Design pmcc_sequencer_flat, sky130hd; sources not shown.
Figure 1. Nets reached from selected ports (run 1).
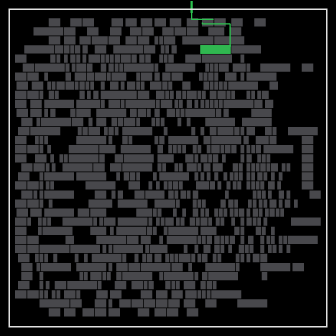
green -> `bus_act_valid`  # bits 1, direction output, edge north, end cells 1, buffers 1, wire 24.4 um
Ports: 137
IO Port Bufs: 134

Figure 2. Cell placement (run 1).
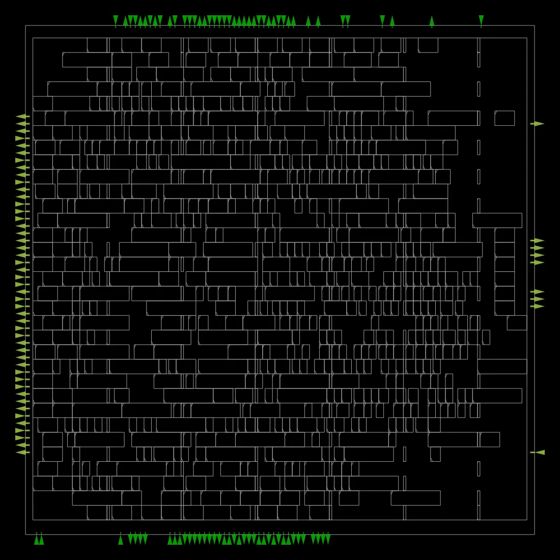
row count: 33
flop share of the area: 31.1%
flop count: 67

Figure 3. Selected gate families (run 1).
Bar = 20 um.
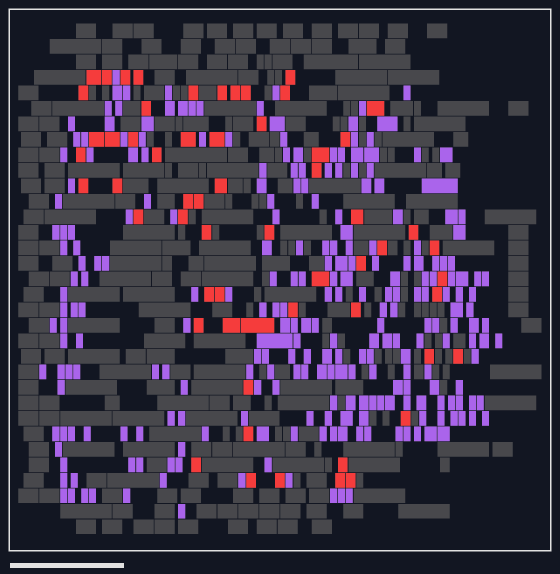
purple -> nand cells  # cells 257, most used nand2_1
red -> aoi and oai cells  # cells 59, most used o21ai_0
Comb area share: 32.6%
fin cells: 764
most numerous logic cell after layout: nand2_1

Figure 4. Local utilization (run 1).
9 x 9 tiles, from black (low) to pale yellow (high), 0 to 100% covered.
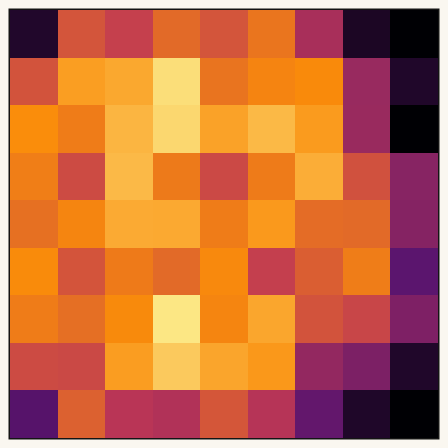
fullest tile = 95%
tiles over 75% full = 25%
mean over tiles = 59%
Core Util, Final: 65.3%
FP Util: 48.0%
core area: 8260 um2

==> deck_impl_summary.md, run 1 <==
Implementation Results

Power and ir drop
  – Power Internal: 4.25 mW
  – Peak supply drop: 0.660 mV
  – Overall power: 7.33 mW
  – Power per cell area: 1360 nW/um2

Layout
  – Register area: 1680 um2
  – Comb area: 1760 um2
  – Proportion of layout cells with a drive suffix above 1: 7.59%
  – Max reg flops: 32
  – # fillers: 709

Synth
  – Ys cells: 545
  – Yosys top cell area share: 41.7%
  – Yosys Chip Area: 3960 um2
  – Post-synth cell types: 33
  – Biggest area cells: dfrtp_1 42%, nand2_1 20%, buf_4 6.6%
  – Post-synthesis instance area: 3960 um2

Worst setup path
  – Crit-path cells: inv_2 -> nand3_4 -> o21ai_4 -> ha_2 -> inv_1 -> nor2_1 -> nand2_1 -> o21ai_0 -> nand2_1 -> nand2_1 -> o21ai_0
  – CP most frequent cell: nand2_1
  – Reg2Reg Setup Slack: 200 ps
  – Top delay family on crit path: simple AND/OR/NAND/NOR gates
  – Cell count along the critical path: 11
  – Crit path DRT: 2480 ps
  – Slowest CP cell: dfrtp_1
  – WS Path Type: register to register

Placement
  – Placer congestion estimate: 0.997

Status
  – Status: completed

Clocking
  – H-tree levels: 3
  – Reg clk slew, reported paths: 80 ps

Global route
  – Overall Global Routing Usage: 24.9%
  – GR Overflow Total: 0
  – Largest net degree at the start of global routing: 47

Routing
  – DR DRC count: 0
  – DRT iter0 DRCs: 202
  – Antenna Violating Nets Remaining: 0
  – Via/cell ratio: 5.11
  – DR pass1 iterations: 5
  – Total routed wirelength: 10.9 mm

Final timing
  – Fin crit period: 2100 ps
  – Pins over their slew limit: 0
  – RSZ-0062 raised after global routing: no

Job
  – Max_cap viols: 0
[run 1: cell type report]
cell class | count | share of cell area [%]
Timing Repair Buffer | 147 | 26.8
Tap cell | 105 | 2.43
Clock inverter | 6 | 1.21
Clock buffer | 10 | 2.55
Sequential cell | 67 | 31.1
Inverter | 47 | 3.27
Multi-Input combinational cell | 382 | 32.6
[run 1: power by group through the flow]
stage          sequential [mW]  clock (mW)  combinational (mW)
2_1_floorplan             2.19           0                2.42
3_3_place_gp              2.25           0                3.91
3_5_place_dp              2.27           0                4.02
4_1_cts                   2.27        1.02                4.05
5_1_grt                   2.34        1.08                4.49
6_report                  2.28        1.00                4.05
[run 1: synth_stat cells, drive strengths merged]
| library cell | count |
|---|---|
| a21oi | 13 |
| nand3 | 34 |
| inv | 46 |
| o211ai | 5 |
| nor3 | 3 |
| clkinv | 1 |
| buf | 48 |
| nand3b | 2 |
| clkbuf | 1 |
| nand2 | 208 |
| fa | 1 |
| a31oi | 2 |
| xor2 | 2 |
| nor3b | 1 |
| dfstp | 1 |
| dfrtp | 66 |
| ha | 3 |
| nor2 | 55 |
| nand4 | 13 |
| xnor2 | 1 |
| o21ai | 39 |
[run 1: kinds of logic (layout without fill, tap and decap cells)]
family                   after synthesis  in the layout  synth area share, %
buffers and inverters                 96            210                 13.3
AND-OR/OR-AND                         59             59                 8.50
adder cells (fa/ha/maj)                4              4                 1.45
flip-flops                            67             67                 42.4
AND/OR/NAND/NOR                      316            316                 33.7
XOR/XNOR                               3              3                0.663
[run 1: through the flow]
stage	worst slack, ps	cells	area [um2]	hold WS, ps
after floorplan	370	545	3960	-0.591
after global placement	272	747	5180	295
after detailed placement	201	747	5180	299
after CTS	196	764	5390	465
after global routing	27.7	764	5400	473
final	203	764	5400	460
[run 1: timing repair]
action                     4_1_cts  5_1_grt
hold buffers                     1        0
hold endpoints to repair        21        0
buffers inserted                 0        0
resized                          0        1
setup endpoints to repair        0        1
[run 1: per-layer routing]
layer  track usage [%]  wire [um]  share of wire (%)
met1              31.9       4540                 42
met2              40.0       5270                 48
met3              7.17        840                7.7
met4              9.09        221                2.0
met5                 0          0                  0
Figure 5. The metal 3 layer (run 1).
Bar = 20 um.
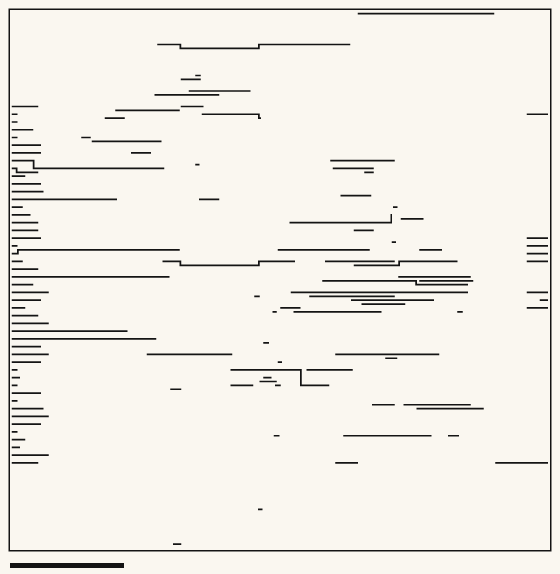

==> run 2, diff against run 1 <==
--- a/config.mk
+++ b/config.mk
@@ -6,10 +6,14 @@
 export NUM_CORES = 1
 export LEC_CHECK = 0
 export ABC_AREA = 1
-export CORE_UTILIZATION = 46
+export CELL_PAD_IN_SITES_DETAIL_PLACEMENT = 1
+export CELL_PAD_IN_SITES_GLOBAL_PLACEMENT = 2
+export CORE_UTILIZATION = 24
 export CTS_CLUSTER_DIAMETER = 100
 export DETAILED_ROUTE_END_ITERATION = 6
-export PLACE_DENSITY = 0.81
+export MAX_ROUTING_LAYER = met4
+export PLACE_DENSITY_LB_ADDON = 0.1
+export SETUP_SLACK_MARGIN = 0.02
 export SYNTH_ARGS = -nofsm -noshare
 export SYNTH_HDL_FRONTEND = slang
 export SYNTH_SLANG_ARGS = --single-unit
Figure 6. The metal 3 layer (run 2).
Bar = 50 um.
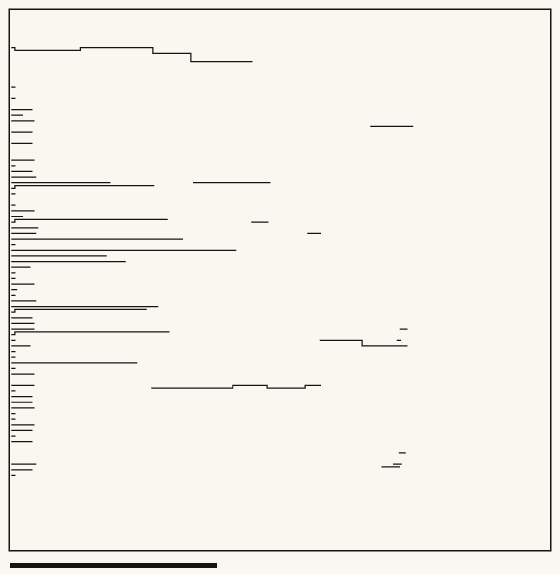
nets with wire on the layer = 65
longest straight run = 54.0 um
main direction = horizontal
share of all routed wire = 5.3%
total routed wirelength: 13.4 mm
via count: 3832
GR Util met3: 5.62%

Figure 7. Nets reached from selected ports (run 2).
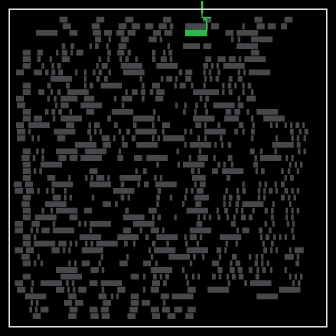
green -> `bus_act_valid`  # bits 1, direction output, edge north, end cells 1, buffers 1, wire 12.7 um

==> deck_impl_summary.md, run 2 <==
Implementation Results

Status
  – Status: completed

Routing
  – DR DRC count: 0 (unchanged)
  – DR pass1 iterations: 4 (-1)
  – Antenna Violating Nets Remaining: 0 (unchanged)
  – Via/cell ratio: 4.38 (-14%)

Synth
  – Most common cell in the netlist: nand2_1
  – Biggest area cells: dfrtp_1 42%, nand2_1 20%, buf_4 6.6%
  – Ys flop type: dfrtp_1
  – Ys async rst share: 100% (unchanged)
  – Ys cells: 545 (unchanged)
  – Yosys Chip Area: 3960 um2 (unchanged)
  – Yosys top cell area share: 41.7% (unchanged)
  – Post-synth EDFFs: 0 (unchanged)

Power and ir drop
  – Peak supply drop: 0.431 mV (-35%)
  – Power per cell area: 1390 nW/um2 (+2.2%)
  – Overall power: 7.81 mW (+6.6%)

Layout
  – Final Instance Area: 5630 um2 (+4.3%)
  – Most numerous logic cell after layout: nand2_1
  – Max reg flops: 32 (unchanged)

Floorplan
  – FP Util: 24.8% (-23 points)
  – Ports: 137 (unchanged)
  – Row count: 46 (+39%)

Worst setup path
  – Reg2Reg Setup Slack: 250 ps (+50 ps)

Clocking
  – H-tree levels: 3 (unchanged)
  – Reg clk slew, reported paths: 50 ps (-30 ps)
  – # Post-CTS Setup Buffers: 0 (unchanged)

Placement
  – Area after DPL: 5340 um2 (+3.0%)
  – Placer congestion estimate: 0.808 (-19%)
  – Pre-CTS setup slack: 228 ps (+27.0 ps)

Global route
  – GR Overflow Total: 0 (unchanged)
  – Overall Global Routing Usage: 17.4% (-7.5 points)
  – Global-route track usage on met1: 21.5% (-10 points)
  – GR Util met2: 27.9% (-12 points)

Final timing
  – RSZ-0062 raised after global routing: no
  – Fin crit period: 2050 ps (-46.2 ps)

Job
  – Max_cap viols: 0 (unchanged)
Figure 8. Cell placement (run 2).
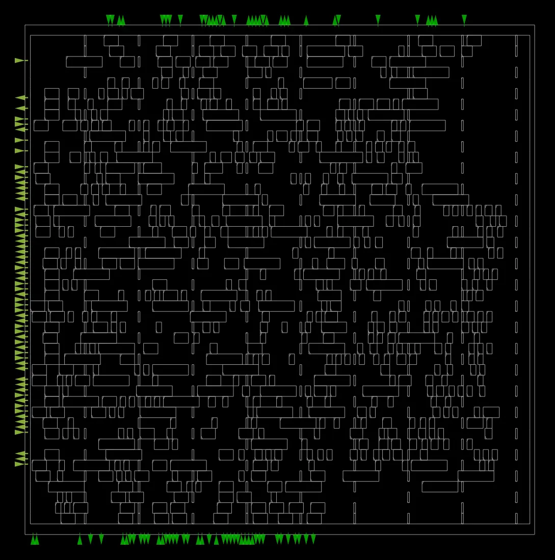
Tapcells: 216
core area: 16000 um2
# fillers: 1976
fin cells: 875
Core Util, Final: 35.2%

[run 2: what timing repair did]
action                    CTS  global route
hold buffers                1             0
hold endpoints to repair   27             0
gates resized               0             0
[run 2: power breakdown]
part / switching [mW] / internal (mW) / leakage [nW] / total (mW)
logic: 2.18 / 2.01 / 1.67 / 4.18
clock network: 0.535 / 0.825 / 0.137 / 1.36
registers: 0.547 / 1.72 / 0.828 / 2.27
total: 3.26 / 4.55 / 2.64 / 7.81
[run 2: layout make-up]
class	count	area (um2)	share of cell area, %
multi-input cells	382	1760	31.2
flip-flops and latches	67	1680	29.8
repair buffers	149	1470	26.1
well taps	216	270	4.80
clock buffers	9	225	4.00
inverters	47	176	3.13
clock inverters	5	56.3	1.00
[run 2: cells by family after synthesis]
kind of cell    synth area share [%]
simple gates                    33.7
buf+inv                         13.3
flops                           42.4
compound gates                  8.50
fa+ha+maj                       1.45
xor+xnor                       0.663
[run 2: critical path, stage by stage, from the launching register on]
cell	delay (ps)
dfrtp_1	440
inv_2	110
nand3_4	120
o21ai_4	190
ha_1	330
inv_1	70
nor2_1	180
nand2_1	90
o21ai_0	150
nand2_1	70
nand2_1	60
o21ai_0	80
[run 2: layer usage]
| layer | wire length [um] | up-vias |
|---|---|---|
| met1 | 6180 | 1838 |
| met2 | 6440 | 77 |
| met4 | 78 | 0 |
| met5 | 0 | - |
| li1 | - | 1910 |
| met3 | 709 | 7 |
Power figures rest on the tool's default switching activity, not on a simulated workload.
